Pin map:
(4 px per µm) Pins as bars across the die edge, other pins in gray.
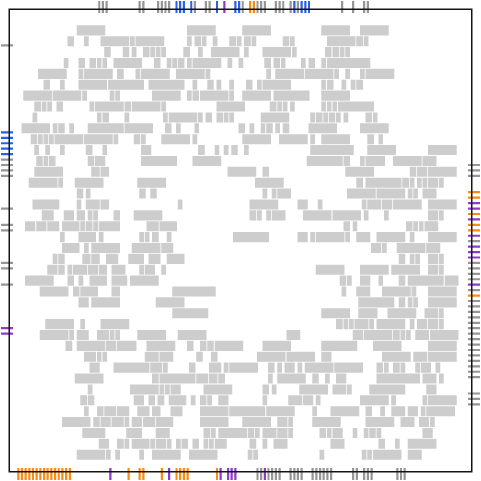
I/O nets highlighted:
(2 px per µm)
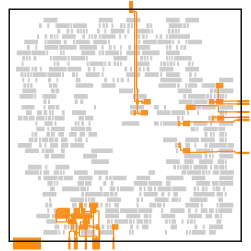
## src/rtl/sram_mem_controller_pkg.sv

```systemverilog
//==============================================================================
// Module   : mem_ctrl_pkg
// Purpose  : Shared types and defaults for the SRAM memory controller:
//            FSM state encoding, request op encoding, default base address.
// Ports    : (package, none)
// Revision : 1.0 - initial release
//==============================================================================
`timescale 1ns/1ps
`default_nettype none

package mem_ctrl_pkg;

  // Controller sequencing: one low half-word phase, one high half-word
  // phase, then a single-cycle completion state.
  typedef enum logic [1:0] {
    IDLE = 2'd0,
    LO   = 2'd1,
    HI   = 2'd2,
    DONE = 2'd3
  } state_t;

  // Latched request kind.
  typedef enum logic {
    OP_RD = 1'b0,
    OP_WR = 1'b1
  } op_t;

  // Byte address that maps onto SRAM word 0.
  localparam logic [31:0] BASE_ADDR_DEFAULT = 32'd1024;

endpackage

`default_nettype wire

```

## src/rtl/sram_mem_controller_phase_counter.sv

```systemverilog
//==============================================================================
// Module   : phase_counter
// Purpose  : Wait-cycle counter for one half-word SRAM phase. Counts
//            0..WAIT_CYCLES-1 while start is high and wraps to 0, so that
//            back-to-back phases each get the full length.
// Ports    : clk   - rising-edge clock
//            rst   - synchronous active-high reset
//            start - run enable; counter is held at 0 while low
//            count - current cycle within the phase
//            last  - high on the final cycle of the phase
// Revision : 1.0 - initial release
//==============================================================================
`timescale 1ns/1ps
`default_nettype none

module phase_counter #(
  parameter int WAIT_CYCLES = 3
) (
  input  logic       clk,
  input  logic       rst,
  input  logic       start,
  output logic [3:0] count,
  output logic       last
);

  assign last = (count == 4'(WAIT_CYCLES - 1));

  always_ff @(posedge clk) begin
    if (rst) begin
      count <= 4'd0;
    end else if (!start || last) begin
      count <= 4'd0;
    end else begin
      count <= count + 4'd1;
    end
  end

endmodule

`default_nettype wire

```

## src/rtl/sram_mem_controller.sv

```systemverilog
//==============================================================================
// Module   : sram_mem_controller
// Purpose  : Turns each 32-bit word load/store from the MEM stage into two
//            sequenced 16-bit SRAM accesses (low half, then high half), each
//            lasting WAIT_CYCLES cycles. ready drops while an access is in
//            flight so the pipeline freezes.
// Ports    : clk, rst              - clock, synchronous active-high reset
//            MEMread, MEMwrite     - load / store request
//            address, data         - byte address, store data
//            MEM_result            - registered load data
//            ready                 - low means freeze the pipeline
//            sram_addr             - half-word address to SRAM
//            sram_dq_out/_in/_oe   - data pad out, in, output enable
//            sram_we_n             - active-low write strobe
// Revision : 1.0 - initial release
//==============================================================================
`timescale 1ns/1ps
`default_nettype none

module sram_mem_controller
  import mem_ctrl_pkg::*;
#(
  parameter int          WAIT_CYCLES = 3,
  parameter logic [31:0] BASE_ADDR   = BASE_ADDR_DEFAULT,
  parameter int          SRAM_AW     = 18
) (
  input  logic               clk,
  input  logic               rst,
  input  logic               MEMread,
  input  logic               MEMwrite,
  input  logic [31:0]        address,
  input  logic [31:0]        data,
  output logic [31:0]        MEM_result,
  output logic               ready,
  output logic [SRAM_AW-1:0] sram_addr,
  output logic [15:0]        sram_dq_out,
  input  logic [15:0]        sram_dq_in,
  output logic               sram_dq_oe,
  output logic               sram_we_n
);

  state_t             state;
  op_t                op;
  logic [SRAM_AW-2:0] word_idx;
  logic [31:0]        wdata;
  logic [15:0]        lo_half;
  logic [3:0]         count;
  logic               last;
  logic               run;
  logic               req;
  logic [SRAM_AW-2:0] req_index;

  assign req = MEMread | MEMwrite;

  // Out-of-range addresses simply wrap: the word index is truncated.
  assign req_index = (SRAM_AW-1)'((address - BASE_ADDR) >> 2);

  assign ready = ((state == IDLE) && !req) || (state == DONE);

  assign run = (state == LO) || (state == HI);

  phase_counter #(
    .WAIT_CYCLES(WAIT_CYCLES)
  ) u_phase_counter (
    .clk  (clk),
    .rst  (rst),
    .start(run),
    .count(count),
    .last (last)
  );

  always_ff @(posedge clk) begin
    if (rst) begin
      state       <= IDLE;
      op          <= OP_RD;
      word_idx    <= '0;
      wdata       <= 32'd0;
      lo_half     <= 16'd0;
      MEM_result  <= 32'd0;
      sram_addr   <= '0;
      sram_dq_out <= 16'd0;
      sram_dq_oe  <= 1'b0;
      sram_we_n   <= 1'b1;
    end else begin
      case (state)
        IDLE: begin
          if (req) begin
            // Write wins when both requests are raised together.
            op          <= MEMwrite ? OP_WR : OP_RD;
            word_idx    <= req_index;
            wdata       <= data;
            sram_addr   <= {req_index, 1'b0};
            sram_dq_out <= data[15:0];
            sram_dq_oe  <= MEMwrite;
            sram_we_n   <= !MEMwrite;
            state       <= LO;
          end
        end
        LO: begin
          if (last) begin
            if (op == OP_RD) begin
              lo_half <= sram_dq_in;
            end
            sram_addr   <= {word_idx, 1'b1};
            sram_dq_out <= wdata[31:16];
            sram_we_n   <= (op != OP_WR);
            state       <= HI;
          end else if (count == 4'(WAIT_CYCLES - 2)) begin
            // Release the strobe one cycle early for address/data hold.
            sram_we_n <= 1'b1;
          end
        end
        HI: begin
          if (last) begin
            if (op == OP_RD) begin
              MEM_result <= {sram_dq_in, lo_half};
            end
            sram_dq_oe <= 1'b0;
            sram_we_n  <= 1'b1;
            state      <= DONE;
          end else if (count == 4'(WAIT_CYCLES - 2)) begin
            sram_we_n <= 1'b1;
          end
        end
        DONE: begin
          // Requests are ignored here: the pipeline advances on this edge.
          state <= IDLE;
        end
        default: state <= IDLE;
      endcase
    end
  end

endmodule

`default_nettype wire
```

## config.mk

```make
export PLATFORM = sky130hd
export DESIGN_NAME = sram_mem_controller
export DESIGN_NICKNAME = d
export VERILOG_FILES = /design/src/rtl/sram_mem_controller_pkg.sv /design/src/rtl/sram_mem_controller_phase_counter.sv /design/src/rtl/sram_mem_controller.sv
export SDC_FILE = /design/constraint.sdc
export NUM_CORES = 1
export LEC_CHECK = 0
export CORE_MARGIN = 2
export CORE_UTILIZATION = 40
export DETAILED_ROUTE_END_ITERATION = 8
export DONT_BUFFER_PORTS = 1
export HOLD_SLACK_MARGIN = 0.03
export SYNTH_ARGS = -nofsm -noshare
export SYNTH_HDL_FRONTEND = slang
export SYNTH_HIERARCHICAL = 1
export SYNTH_SLANG_ARGS = --single-unit
```

## constraint.sdc

```tcl
create_clock -name clk -period 6.1 [get_ports clk]
set_input_delay 1.22 -clock clk [delete_from_list [all_inputs] [get_ports clk]]
set_output_delay 1.22 -clock clk [all_outputs]
set_load 0.05 [all_outputs]
```

==> results.yml <==
# physical design summary
worst_setup_path:
  crit_chain: "inv_1, ha_1, or3b_1, nand2b_1"
  worstPathArrival_ps: 2080
  start_kind: "flip-flop"
  required_ps: 4880
  max_stage_delay_ps: 430
  rr_worst_depth: 6
  critPathMaxFanout: 7
routing:
  drc_errors: 0
  vias: 3863
  post_drt_wl_per_cell_um: 15.2
synthesis:
  ys_warn_count: 6
  mux_share_pct: 5.26
  aoi_share_pct: 16.6
  fp_nets: 682
  ys_async_sr_fraction_pct: 0
  postSynthSeqShare_pct: 50.1
  syn-cell-area_mm2: 0.00495
  simple_gate_share_pct: 20.4
timing:
  worst_slew_pin_slew_ps: 1170
  fmax_ghz: 0.303
  rsz0062_at_grt: "no"
  slew_headroom_pct: 21.8
  hold_ws_ps: 447
  period_needed_ps: 3300
hold_path:
  min_path_type: "reg -> reg"
clock_tree:
  hold_buffers: 0
  clk_latency_ps: 420
  cts_tree: "built"
die:
  chipArea_mm2: 0.0133
  die_x_um: 115
placement:
  gp_congestion: 0.772
run_status:
  status: "completed"
power:
  p_leak_nw: 2.01
  total_power_mw: 3.21
flow_run:
  drv_cap: 0
layout:
  fillers: 1187
-- 'pin map' (at the start) --
- sram_addr: purple (pins 18; direction output; edge 8 east, 7 south, 2 west, 1 north)
- address: orange (pins 32; direction input; edge 24 south, 6 east, 2 north)
- sram_dq_in: blue (pins 16; direction input; edge 11 north, 5 west)
- all pins by edge: 55 south, 41 east, 39 north, 18 west

-- 'I/O nets highlighted' (at the start) --
- address: orange (bits 32; direction input; end cells 36; buffers 0; wire 449 µm)

## cells by family after synthesis
kind of cell | after synthesis
simple gates | 235
compound gates | 138
flops | 124
buf+inv | 50
mux | 26
fa+ha+maj | 9
xor+xnor | 7
## how the worst max path moves through the flow
stage                    endpoint  slack (ps)  cells after the start
CTS                         ready        2800                      4
floorplan                   ready        2880                      2
global placement            ready        2830                      2
detailed placement          ready        2830                      2
finish                      ready        2800                      4
global route        sram_addr[16]        2550                      6
## Yosys cell counts (all sizes together) (2+ instances only)
library cell  instances  area, µm²
nor3b                 4       46.3
nand3                 7       35.0
dfxtp               124       2480
buf                  11       53.8
a211oi               31        233
inv                   9       33.8
or3                   3       23.8
clkbuf               30        113
xnor2                 6       52.6
nor2                 45        176
nor3                  4       30.0
nand2               159        597
nor4                  2       18.8
mux2i                26        260
ha                    9        113
o221ai                2       17.5
a21oi                82        410
or2                   2       12.5
o21ai                12       60.1
or3b                  2       20.0
## layout make-up
cell class / instances / area [µm²] / area share, %
flip-flops and latches: 124 / 2480 / 43.8
multi-input cells: 415 / 2280 / 40.2
clock buffers: 21 / 470 / 8.31
well taps: 168 / 210 / 3.71
clock inverters: 11 / 165 / 2.92
inverters: 9 / 33.8 / 0.597
repair buffers: 3 / 22.5 / 0.398
## per-layer routing
metal | track usage [%] | vias up | part of all wire (%)
li1 | - | 1959 | -
met1 | 21.0 | 1789 | 44
met2 | 27.5 | 105 | 47
met3 | 8.01 | 10 | 8.0
met4 | 6.18 | 0 | 1.1
met5 | 0 | - | 0
## metrics by stage
step	worst slack [ps]	util, %
2_1_floorplan	2880	-
3_3_place_gp	2830	41.7
3_5_place_dp	2830	41.7
4_1_cts	2800	46.9
5_1_grt	2550	46.9
6_report	2800	46.9
## power by group
| part | total, mW | internal (mW) | switching (mW) |
|---|---|---|---|
| logic | 0.755 | 0.280 | 0.475 |
| clock network | 1.07 | 0.713 | 0.357 |
| registers | 1.39 | 0.975 | 0.413 |
| total | 3.21 | 1.97 | 1.24 |
## critical path: cells and delay by family (launching register included)
family | cells | cell delay, ps
simple gates | 2 | 850
fa+ha+maj | 1 | 330
flops | 1 | 350
buf+inv | 1 | 140
## registers in the layout (all words and copies together), names as in the netlist, 2 cells and up
register,count
lo_half,16
MEM_result,32
u_phase_counter/count,4
wdata,16
word_idx,17
state,2
sram_addr,18
sram_dq_out,16
Power and IR drop assume default switching activity.
